===== config.mk =====
export PLATFORM = sky130hd
export DESIGN_NAME = seq_detector_param
export DESIGN_NICKNAME = d
export VERILOG_FILES = /design/src/rtl/seq_detector_param.sv
export SDC_FILE = /design/constraint.sdc
export NUM_CORES = 1
export LEC_CHECK = 0
export CAP_MARGIN = 20
export CORE_ASPECT_RATIO = 1.5
export CORE_MARGIN = 1.5
export CORE_UTILIZATION = 57
export DETAILED_ROUTE_END_ITERATION = 7
export GPL_TIMING_DRIVEN = 1
export PLACE_DENSITY = 0.84
export SYNTH_ARGS = -nofsm -noshare
export SYNTH_HDL_FRONTEND = slang
export SYNTH_SLANG_ARGS = --single-unit

===== constraint.sdc =====
create_clock -name clk -period 3.8 [get_ports clk]
set_clock_uncertainty 0.05 [all_clocks]
set_input_delay 0.76 -clock clk [delete_from_list [all_inputs] [get_ports clk]]
set_output_delay 0.76 -clock clk [all_outputs]
set_load 0.005 [all_outputs]

===== src/rtl/seq_detector_param.sv =====
// Runtime-programmable serial pattern detector (Moore).
// A pattern of 1..MAX_LEN bits, its length and an overlap mode are loaded
// with a one-cycle strobe; d_out pulses for one cycle per match and a
// saturating counter tracks matches since the last configuration.
module seq_detector_param #(
  parameter  int MAX_LEN = 8,
  parameter  int CNT_W   = 8,
  localparam int LEN_W   = $clog2(MAX_LEN + 1)
) (
  input  logic               clk,
  input  logic               rst_n,
  input  logic               cfg_load,
  input  logic [MAX_LEN-1:0] pattern,
  input  logic [LEN_W-1:0]   pat_len,
  input  logic               overlap,
  input  logic               d_valid,
  input  logic               d_in,
  output logic               d_out,
  output logic [CNT_W-1:0]   match_count,
  output logic               cfg_err,
  output logic               armed
);

  typedef enum logic [1:0] {
    S_IDLE   = 2'd0,
    S_SEARCH = 2'd1,
    S_MATCH  = 2'd2
  } state_t;

  localparam logic [LEN_W-1:0] MAX_LEN_L = LEN_W'(MAX_LEN);

  state_t             state;
  logic [MAX_LEN-1:0] pat_r;
  logic [LEN_W-1:0]   len_r;
  logic               ovl_r;
  logic [MAX_LEN-1:0] hist;
  logic [LEN_W-1:0]   fill;

  logic [MAX_LEN-1:0] new_hist;
  logic [MAX_LEN-1:0] len_mask;
  logic [LEN_W-1:0]   fill_nxt;
  logic               hit;
  logic               cfg_ok;

  // Candidate history after accepting d_in, and whether it completes a match.
  // NOTE: every signal driven here gets a default first, so no path can
  // leave it unassigned and infer a latch.
  always_comb begin
    new_hist = {hist[MAX_LEN-2:0], d_in};
    fill_nxt = (fill == MAX_LEN_L) ? fill : fill + LEN_W'(1);
    len_mask = '0;
    for (int i = 0; i < MAX_LEN; i++) begin
      len_mask[i] = (i < int'(len_r));
    end
    hit    = (fill_nxt >= len_r) && ((new_hist & len_mask) == (pat_r & len_mask));
    cfg_ok = (pat_len != '0) && (pat_len <= MAX_LEN_L);
  end

  // Single FSM: configuration capture, bit acceptance, match counting.
  // NOTE: all sequential state uses non-blocking assignments so every
  // register samples pre-edge values, independent of statement order.
  // The history register is small and reset like all other state so a
  // fresh configuration never sees stale bits.
  always_ff @(posedge clk or negedge rst_n) begin
    if (!rst_n) begin
      state       <= S_IDLE;
      pat_r       <= '0;
      len_r       <= '0;
      ovl_r       <= 1'b0;
      hist        <= '0;
      fill        <= '0;
      match_count <= '0;
      cfg_err     <= 1'b0;
    end else begin
      cfg_err <= 1'b0;
      if (cfg_load) begin
        // Configuration wins; the same-edge data bit is discarded.
        hist        <= '0;
        fill        <= '0;
        match_count <= '0;
        if (cfg_ok) begin
          pat_r <= pattern;
          len_r <= pat_len;
          ovl_r <= overlap;
          state <= S_SEARCH;
        end else begin
          pat_r   <= '0;
          len_r   <= '0;
          ovl_r   <= 1'b0;
          state   <= S_IDLE;
          cfg_err <= 1'b1;
        end
      end else if (state != S_IDLE) begin
        if (d_valid) begin
          hist <= new_hist;
          if (hit) begin
            state <= S_MATCH;
            // Without overlap, bits before this match cannot feed the next one.
            fill  <= ovl_r ? fill_nxt : '0;
            if (match_count != '1) match_count <= match_count + CNT_W'(1);
          end else begin
            state <= S_SEARCH;
            fill  <= fill_nxt;
          end
        end else begin
          // Gaps hold the partial match; S_MATCH still lasts exactly one cycle.
          state <= S_SEARCH;
        end
      end
    end
  end

  assign d_out = (state == S_MATCH);
  assign armed = (state != S_IDLE);

endmodule


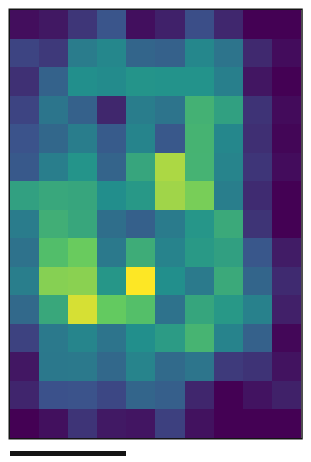
**Above:** run 1 (signal metal coverage by tile).
The bar under the picture is 20 um long. 10 x 15 tiles, from dark purple (low) to yellow (high), scaled to the fullest tile. Values are wire area over tile area, all layers added.
The fullest tile reaches 0.51. 8.0% of the tiles are nearly empty. The mean over all tiles is 0.18. The emptiest ninth of the die: south-east. 25% of the tiles are over half the peak.

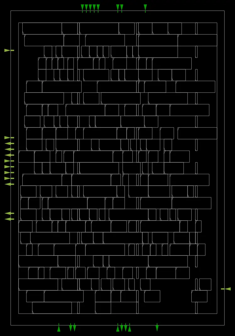
**Above:** run 1 (cell placement).
final instance count without filler cells: 263
Placeable Area: 0.00316 mm2
sequential cell count of the final layout: 35
standard-cell row count: 25

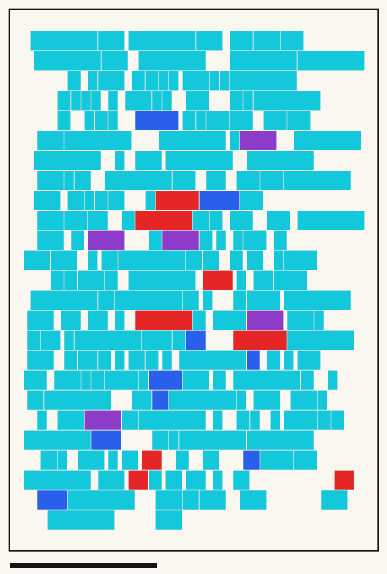
**Above:** run 1 (cell sizes after repair).
The bar under the picture is 20 um long.
Key: _0 and _1 cells = cyan [cells 201, most used dfrtp_1]; _3 and _4 cells = red [cells 8, most used buf_4]; _6 and larger = purple [cells 5, most used clkbuf_8]; _2 cells = blue [cells 9]
final design area excluding fillers: 0.00230 mm2
Worst Setup Slack, final: 0.985 ns
Buffers excl. clock: 31
Layout area overhead: 21.8%

==> commit_impl_results.txt, run 1 <==
Refresh implementation metrics

- The cell sitting at the root of the clock tree is a clkbuf_8.
- CTS tree: yes
- STA shows the worst reg2reg path with a cell count of 11.
* Number of buffers and inverters on the critical path: 1
- Diode count: 0
- Cells after synthesis: 190
- Along the worst path, the maximum fanout reaches 4.
- Buffers added to address setup during post-CTS repair amount to 0.
* Worst EP required: 3.92 ns
- In this run, the combinational gates consume between 20% and 30% of the power.
- Dividing the detail-routed wire length by the instance count gives 15.8 um.
- Remaining global-route overflow: 0
* Internal power component: between 600 and 700 uW
- Top cell area share: 46.3%
- Synthesized chip area reported by yosys: roughly 0.0019 mm2
- In this run the power spent charging and discharging nets is between 200 and 250 uW.
- The synthesis report gives the async set-or-reset register share as 100%.
- Most used flip-flop cell: dfrtp_1
- For the finished layout, the period the worst path requires is about 2.8 ns.
- Seq. cell area: between 800 and 900 um2
* Commonest cells after routing, fill and taps aside: 35 x dfrtp_1, 28 x clkdlybuf4s50_1, 18 x inv_1, 18 x o21ai_0, 17 x nand2_1
- The slowest stage of the critical path belongs to the cell dfrtp_1.
* Cell taking the most area after synthesis: dfrtp_1
- Number of cells in the design after placement: 255
- Per the timing report, the most critical flop-to-flop path finishes at match_count[6].
- Switch share: approximately 29%
* Count of distinct cell types in the synthesized netlist: approximately 40
- Cell area after placement: 0.00222 mm2
* Number of maximum-capacitance violations: 0
- Entering global routing, the biggest net connects 36 pins.
* Detailed Route WL: ~4200 um
* R2R Setup Slk: 0.99 ns
- After layout, the design draws a total of about 850 uW.
- Count of nets left with antenna violations after detail routing: 0
- Warnings, synthesis: 0
* Run status: finished clean
run 1: cells by family after synthesis:
logic type / share of synthesized area, %
multiplexers: 1.79
adder cells (fa/ha/maj): 4.63
flip-flops: 46.3
XOR/XNOR: 5.96
buffers and inverters: 4.76
AND/OR/NAND/NOR: 18.1
AND-OR/OR-AND: 18.5
run 1: layer usage:
layer,vias up,global-route usage (%)
li1,729,-
met1,718,31.3
met2,36,43.6
met3,7,4.07
met4,0,11.1
met5,-,0
run 1: power groups by stage:
stage	Clock, mW	Sequential (mW)	Combinational, mW
after floorplan	0	0.417	0.111
after detailed placement	0	0.422	0.177
after global routing	0.273	0.418	0.194
after CTS	0.260	0.416	0.177
final	0.256	0.416	0.176
after global placement	0	0.421	0.170
**Run 1: clock wires, drivers and flops**

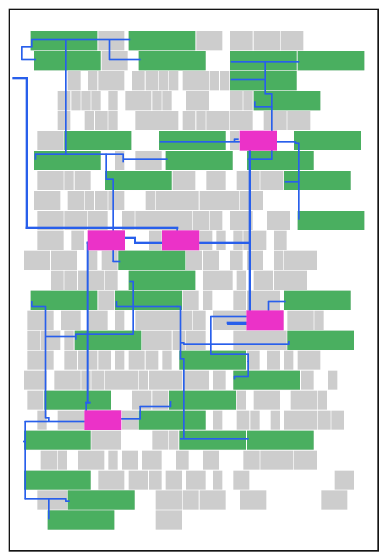

==> inputs of run 2 (changes only) <==
--- a/config.mk
+++ b/config.mk
@@ -8,10 +8,10 @@
 export CAP_MARGIN = 20
 export CORE_ASPECT_RATIO = 1.5
 export CORE_MARGIN = 1.5
-export CORE_UTILIZATION = 57
+export CORE_UTILIZATION = 53
 export DETAILED_ROUTE_END_ITERATION = 7
 export GPL_TIMING_DRIVEN = 1
-export PLACE_DENSITY = 0.84
+export PLACE_DENSITY = 0.79
 export SYNTH_ARGS = -nofsm -noshare
 export SYNTH_HDL_FRONTEND = slang
 export SYNTH_SLANG_ARGS = --single-unit
==> constraint.sdc (replaced) <==
create_clock -name clk -period 2.8 [get_ports clk]
set_clock_uncertainty 0.05 [all_clocks]
set_input_delay 0.56 -clock clk [delete_from_list [all_inputs] [get_ports clk]]
set_output_delay 0.56 -clock clk [all_outputs]
set_load 0.005 [all_outputs]
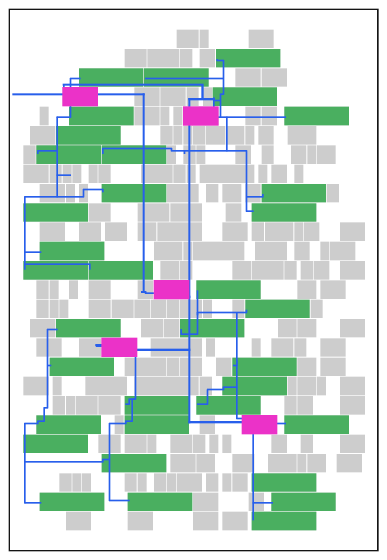
**Above:** run 2 (clock wires, drivers and flops).
Key: flip-flops = green [count 35]; clock wires = blue [length 423 um]; clock drivers = magenta [count 5]
Position of the flops: spread over the die. There are 6 routed clock nets.

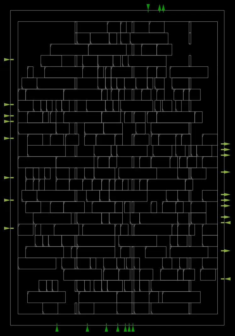
**Above:** run 2 (cell placement).
total number of tap cells: 42
Filler Cell Count: 269
register share of the cell area: 37.8%
Placeable Area: 0.00342 mm2
standard-cell row count: 26

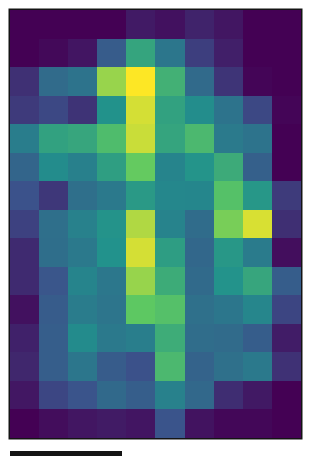
**Above:** run 2 (signal metal coverage by tile).
The bar under the picture is 20 um long. 10 x 15 tiles, from dark purple (low) to yellow (high), scaled to the fullest tile. Values are wire area over tile area, all layers added.
The densest ninth of the die: centre. 24% of the tiles are over half the peak. 13% of the tiles are nearly empty. The mean over all tiles is 0.16. The fullest tile reaches 0.47.
final routed wire length divided by cell count: 14.8 um
All-Layer GR Usage: 23.4%
Via Count: 1532
Detailed Route WL: 3940 um

==> commit_impl_results.txt, run 2 <==
Refresh implementation metrics

- Run status: finished clean
* Multiplexer share of the synthesized area: 1.79% (unchanged)
- Comb power: 242 uW (+38%)
- The final cell area excluding filler cells is 0.00232 mm2 (+0.65%).
* Seq. cell area: 876 um2 (unchanged)
- Crit-path slowest cell: dfrtp_1
* Worst Setup Slack, final: 0.114 ns (-0.872 ns)
- Worst EP required: 2.93 ns (-0.99 ns)
- The simple-gate portion of the synthesized area is 18.1% (unchanged).
- Met3 Use GR: 4.31% (+0.25 points)
- The number of cells on the worst reg-to-reg path is 11 (unchanged).
* Setup repair bufs after CTS: 0 (unchanged)
- Maximum number of pins on one net before global-route repair: 36 (unchanged)
* Most used flip-flop cell: dfrtp_1
- Buffers excl. clock: 32 (+3.2%)
- Top cell area share: 46.3% (unchanged)
* Sequential cell count of the final layout: 35 (unchanged)
- The cell count after synthesis was 190 (unchanged).
- Commonest cells after routing, fill and taps aside: 35 x dfrtp_1, 28 x clkdlybuf4s50_1, 18 x inv_1, 18 x o21ai_0, 17 x nand2_1
- The total power consumption of the routed design was 1.15 mW (+36%).
- The sum of buffers and inverters on the critical path is 1 (unchanged).
- Layout area overhead: 22.6%
- Count of distinct cell types in the synthesized netlist: 40 (unchanged)
* Internal power component: 822 uW (+36%)
* CTS Root Buffer Type: clkbuf_8
- Warnings, synthesis: 0 (unchanged)
- Power consumed by the clock network: 346 uW (+35%)
- The switching part of the total is 28.6% (-0.22 points).
- TritonCTS built the clock tree.
[run 2: cell count changes in the layout (fill, tap and decap cells not counted)]
cell,delta
nand3_1,-1
nand3_2,+1
buf_4,+1
[run 2: worst register-to-register path, cell delays in order (launching register included)]
cell and delay (ns):
dfrtp_1 0.38, inv_1 0.09, ha_1 0.20, nand2_1 0.09, nor2_1 0.05, xnor2_1 0.15
ha_1 0.28, o21ai_0 0.15, a211oi_4 0.38, and3_2 0.27, and3_1 0.17, mux2_2 0.32
[run 2: how the worst min path moves through the flow]
stage	from	end	slack, ns
6_report	hist[6]	hist[6]	0.49
3_3_place_gp	hist[6]	hist[6]	0.46
3_5_place_dp	hist[6]	hist[6]	0.48
5_1_grt	hist[6]	hist[6]	0.50
2_1_floorplan	rst_n	cfg_err	0.21
4_1_cts	hist[6]	hist[6]	0.49
Power is estimated from default activity; no workload was simulated.
